**src/rtl/interp_pkg.sv**
```systemverilog
// Shared types and helpers for the lin_interp_up linear-interpolating upsampler.
package interp_pkg;

  localparam int BIT_WIDTH_DEF = 24;
  localparam int BEAT_W        = 5;   // holds beat index 1..16
  localparam int SHIFT_W       = 3;   // holds shift 0..4

  typedef enum logic {
    ST_IDLE = 1'b0,
    ST_RUN  = 1'b1
  } state_e;

  // Factor select: 0..3 map straight through, 4..7 all saturate at x16.
  function automatic logic [SHIFT_W-1:0] sel_to_shift(input logic [2:0] interp_sel);
    return interp_sel[2] ? 3'd4 : interp_sel;
  endfunction

endpackage

```
**src/rtl/interp_step_calc.sv**
```systemverilog
// Combinational step: out = P + ((k * (C - P) [+ bias]) >>> s_l).
// Round-half-up bias is compiled in when LIN_INTERP_ROUND_EN is defined; otherwise floor.
module interp_step_calc
  import interp_pkg::*;
#(
  parameter int BIT_WIDTH = BIT_WIDTH_DEF
) (
  input  logic signed [BIT_WIDTH-1:0] prev,
  input  logic signed [BIT_WIDTH-1:0] cur,
  input  logic [BEAT_W-1:0]           beat,
  input  logic [SHIFT_W-1:0]          shift,
  output logic signed [BIT_WIDTH-1:0] out_data
);

  localparam int DIFF_W = BIT_WIDTH + 1;
  localparam int PROD_W = BIT_WIDTH + 6;

`ifdef LIN_INTERP_ROUND_EN
  localparam logic RND_EN = 1'b1;
`else
  localparam logic RND_EN = 1'b0;
`endif

  // Half an LSB of the shifted result; zero when not shifting so bypass stays exact.
  function automatic logic signed [PROD_W-1:0] round_bias(input logic [SHIFT_W-1:0] sh);
    logic signed [PROD_W-1:0] b;
    b = '0;
    if (RND_EN && (sh != '0)) b[sh - 3'd1] = 1'b1;
    return b;
  endfunction

  logic signed [DIFF_W-1:0] diff;
  logic signed [PROD_W-1:0] diff_x;
  logic signed [PROD_W-1:0] beat_x;
  logic signed [PROD_W-1:0] prev_x;
  logic signed [PROD_W-1:0] prod;
  logic signed [PROD_W-1:0] shifted;

  // The sum always lies between P and C, so truncating to BIT_WIDTH cannot wrap.
  always_comb begin
    diff     = {cur[BIT_WIDTH-1], cur} - {prev[BIT_WIDTH-1], prev};
    diff_x   = {{(PROD_W-DIFF_W){diff[DIFF_W-1]}}, diff};
    beat_x   = {{(PROD_W-BEAT_W){1'b0}}, beat};
    prev_x   = {{(PROD_W-BIT_WIDTH){prev[BIT_WIDTH-1]}}, prev};
    prod     = diff_x * beat_x;
    shifted  = (prod + round_bias(shift)) >>> shift;
    out_data = BIT_WIDTH'(prev_x + shifted);
  end

endmodule

```
**src/rtl/lin_interp_up.sv**
```systemverilog
// Linear-interpolating upsampler: each accepted sample C, with previous sample P, yields N = 2^s beats
// from P toward C ending exactly on C. Build option: define LIN_INTERP_ROUND_EN for round-half-up.
module lin_interp_up
  import interp_pkg::*;
#(
  parameter int BIT_WIDTH = BIT_WIDTH_DEF
) (
  input  logic                        clk,
  input  logic                        reset,
  input  logic [2:0]                  interp_sel,
  input  logic signed [BIT_WIDTH-1:0] in_data,
  input  logic                        in_valid,
  output logic                        in_ready,
  output logic signed [BIT_WIDTH-1:0] out_data,
  output logic                        out_valid,
  input  logic                        out_ready
);

  state_e                      state_p0;
  logic signed [BIT_WIDTH-1:0] prev_p0;
  logic signed [BIT_WIDTH-1:0] cur_p0;
  logic [BEAT_W-1:0]           beat_p0;
  logic [SHIFT_W-1:0]          shift_p0;
  logic                        vld_p0;

  logic [BEAT_W-1:0] n_beats;
  logic              last_beat;
  logic              in_xfer;
  logic              out_xfer;

  assign n_beats   = BEAT_W'(1) << shift_p0;
  assign last_beat = (beat_p0 == n_beats);
  assign vld_p0    = (state_p0 == ST_RUN);
  assign out_valid = vld_p0;
  // Accepting on the last drained beat keeps output beats contiguous across pairs.
  assign in_ready  = !reset && ((state_p0 == ST_IDLE) || (last_beat && out_ready));
  assign in_xfer   = in_valid && in_ready;
  assign out_xfer  = vld_p0 && out_ready;

  // Stage p0: pair registers and beat counter; out_data is a pure function of these.
  always_ff @(posedge clk) begin
    if (reset) begin
      state_p0 <= ST_IDLE;
      prev_p0  <= '0;
      cur_p0   <= '0;
      beat_p0  <= BEAT_W'(1);
      shift_p0 <= '0;
    end else if (in_xfer) begin
      state_p0 <= ST_RUN;
      prev_p0  <= cur_p0;
      cur_p0   <= in_data;
      beat_p0  <= BEAT_W'(1);
      shift_p0 <= sel_to_shift(interp_sel);
    end else if (out_xfer) begin
      if (last_beat) state_p0 <= ST_IDLE;
      else           beat_p0  <= beat_p0 + BEAT_W'(1);
    end
  end

  interp_step_calc #(
    .BIT_WIDTH(BIT_WIDTH)
  ) u_step (
    .prev    (prev_p0),
    .cur     (cur_p0),
    .beat    (beat_p0),
    .shift   (shift_p0),
    .out_data(out_data)
  );

endmodule

```
**config.mk**
```make
export PLATFORM = sky130hd
export DESIGN_NAME = lin_interp_up
export DESIGN_NICKNAME = d
export VERILOG_FILES = /design/src/rtl/interp_pkg.sv /design/src/rtl/interp_step_calc.sv /design/src/rtl/lin_interp_up.sv
export SDC_FILE = /design/constraint.sdc
export NUM_CORES = 1
export LEC_CHECK = 0
export CORE_UTILIZATION = 45
export DETAILED_ROUTE_END_ITERATION = 12
export SYNTH_ARGS = -nofsm -noshare
export SYNTH_HDL_FRONTEND = slang
export SYNTH_SLANG_ARGS = --single-unit
```
**constraint.sdc**
```tcl
create_clock -name clk -period 26.2 [get_ports clk]
set_input_delay 7.86 -clock clk [delete_from_list [all_inputs] [get_ports clk]]
set_output_delay 7.86 -clock clk [all_outputs]
set_load 0.02 [all_outputs]
```
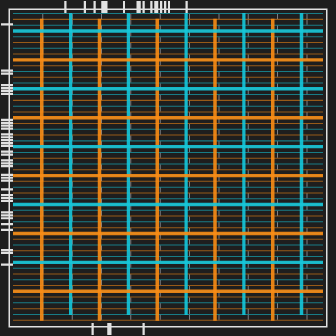
*PDN straps and rails*
Pins as bars on the die edge. Tap cells in gray.
VSS: in orange. VDD: in cyan.
10 straps on met4. 10 straps on met5. 54 met1 rails follow the rows.

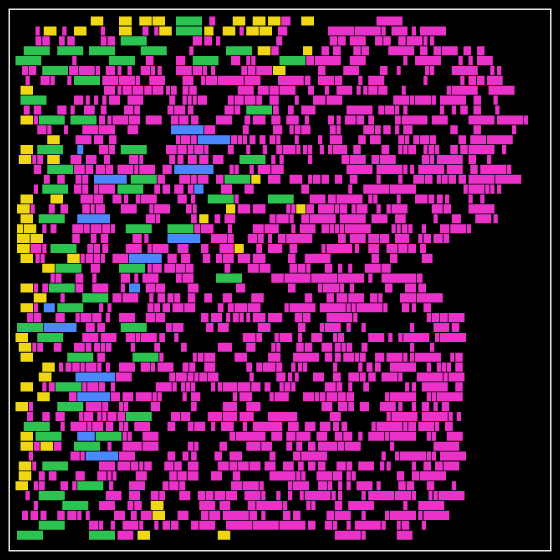
*Cell classes on the final placement*
all other logic: in magenta, cells 1125, share of their area 80%. flip-flops: in green, cells 57, share of their area 11%. other buffers and delay cells: in yellow, cells 63, share of their area 5.8%. clock drivers and dummy loads: in blue, cells 16, share of their area 3.2%.

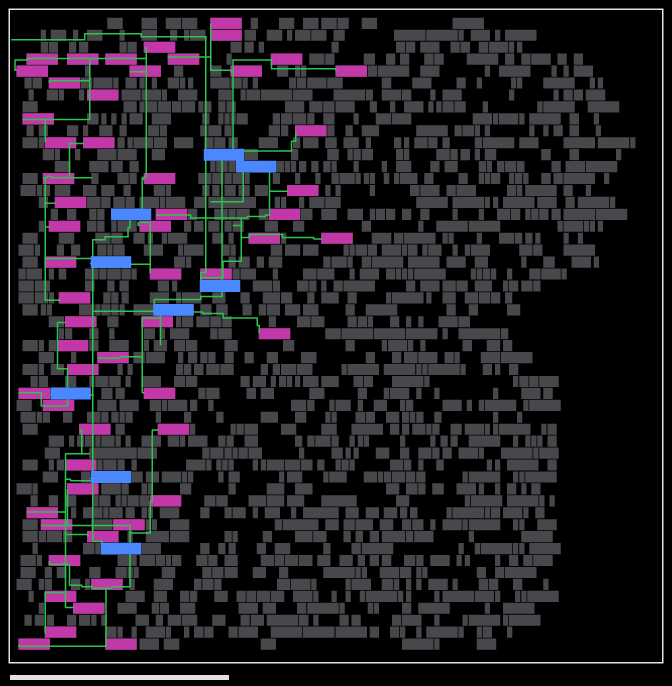
*Routed clock nets over the placement*
Scale bar: 50 um.
flip-flops: in magenta, count 57. clock wires: in green, length 1020 um. cells driving clock nets: in blue, count 9.
There are 10 routed clock nets.

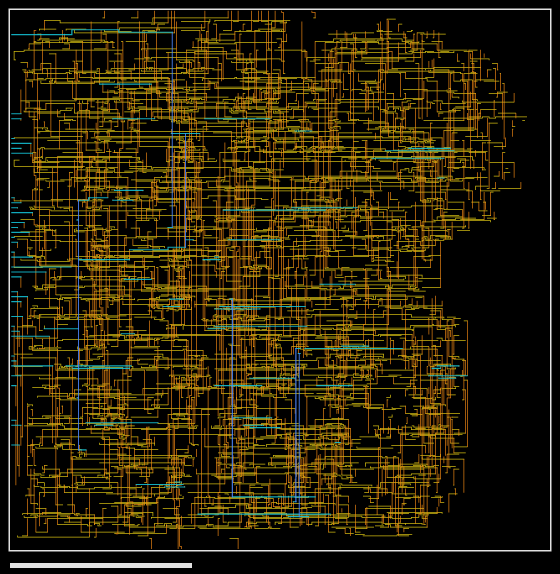
*Signal wires by layer*
Scale bar: 50 um.
met3: in cyan, wire length 771 um. met1: in yellow, wire length 12700 um. met4: in blue, wire length 295 um. met2: in orange, wire length 10400 um.
WL/cell: 15.68 um
Post-Route WL: 24.08 mm
All-Layer GR Usage: 22.76%
via count: 8242

==> impl_metrics.yaml <==
# yosys + openroad results
placed_design:
  place.gp.congestion: 0.8269
  place_inst: 1520
  port_buffers: 56
  placed_area_um2: 10440
cells_and_area:
  finish.instance_area_um2: 10770
  stdcell_count: 1536
  regArea_um2: 1141
  insertedDiodeCount: 0
  top_regs: "cur_p0 (24), prev_p0 (24), beat_p0 (5)"
  fillCellCount: 2090
  area_delta_synth_final_pct: 11.43
  fin_util_pct: 51.24
  comb_area_um2: 7749
worst_setup_path:
  cp_max_fo: 5
  start_kind: "register"
  crit_top_cell: "fa_1"
  endpoint_kind: "output port"
  crit_type: "reg2out"
power:
  comb_power_share_pct: 69.7
  cellInternalPower_w: 0.0003960
  swShare_pct: 47.40
  power.total_w: 0.0007530
  vdd_drop_max_mv: 0.06901
  p_seq_share_pct: 12.9
route:
  wl_met2_mm: 10.36
  drc: 0
  wl_met1_mm: 12.66
clocking:
  cts_resized: 0
  clk_pin_slew_ns: 0.06
  cts_hold_buf: 0
  cts_inserted_buffers: 9
  htree_levels: 3
synth:
  edf_count: 0
  top_cells_by_count: "inv_1 (159), nand2_1 (135), ha_1 (106)"
  top_area_share_pct: 15.95
  synthSimpleGateAreaFrac_pct: 21.20
  synth_cell_types: 67
  synth.area.mux_share_pct: 5.242
  yosys_area_um2: 9667
  ys_seq_share_pct: 11.80
  aoi_share_pct: 17.68
  syn-cell-area_um2: 9667
  fa_ha_area_share_pct: 29.67
  topCellsByArea: "fa_1 (16%), ha_1 (14%), dfxtp_1 (12%)"
sta:
  finalCriticalPeriod_ns: 18.01
outcome:
  status: "finished clean"
floorplanning:
  fp.dieH_um: 148.6
  die_w_um: 148.6
  fp_util_pct: 45.99
  chipArea_um2: 22070
  pin_count: 57
job:
  cap_violations: 0
global_routing:
  grt_pass1_vias: 8108
per-layer routing:
| layer | vias up | track usage (%) |
|---|---|---|
| met5 | - | 0 |
| met1 | 3911 | 34.00 |
| met2 | 150 | 35.40 |
| li1 | 4164 | - |
| met3 | 17 | 1.902 |
| met4 | 0 | 4.897 |
placed cells by master (no fill, tap or decap), types with 27 or more instances in the layout:
master and n:
mux2i_1 27, nor2_1 57, a21oi_1 59, fa_1 77, nand2b_1 37, xnor2_1 51
dfxtp_1 57, and2_1 84, ha_1 106, clkdlybuf4s50_1 55, o21ai_0 64, o31ai_1 29
inv_1 159, nand2_1 135
critical path: cells and delay by family (launching register included):
family	cells	cell delay, ns
AND-OR/OR-AND	13	3.26
XOR/XNOR	4	0.98
adder cells (fa/ha/maj)	7	2.64
buffers and inverters	4	0.76
flip-flops	1	0.32
multiplexers	1	0.25
AND/OR/NAND/NOR	8	1.59
cell type report:
type                    count  area share, %
clock buffers              10          2.219
well taps                 275          3.194
flip-flops and latches     57          10.59
clock inverters             6         0.8363
repair buffers             63          5.645
inverters                 160          5.576
multi-input cells         965          71.94
power by group through the flow:
stage | logic (W) | clock network, W | registers, W
5_1_grt | 0.000583 | 0.000136 | 0.0000978
3_5_place_dp | 0.000520 | 0 | 0.0000989
3_3_place_gp | 0.000518 | 0 | 0.0000987
2_1_floorplan | 0.000366 | 0 | 0.0000972
6_report | 0.000525 | 0.000131 | 0.0000971
4_1_cts | 0.000525 | 0.000133 | 0.0000970
path summary, 6_finish.rpt:
kind,from,to,slack (ns),cells past startpoint
setup / recovery,cur_p0[0],out_data[23],8.19,37
setup reg to reg,shift_p0[0],shift_p0[2],22.27,11
hold reg to reg,cur_p0[0],prev_p0[0],0.47,2
hold / removal,cur_p0[0],prev_p0[0],0.47,2
Power is estimated from default activity; no workload was simulated.
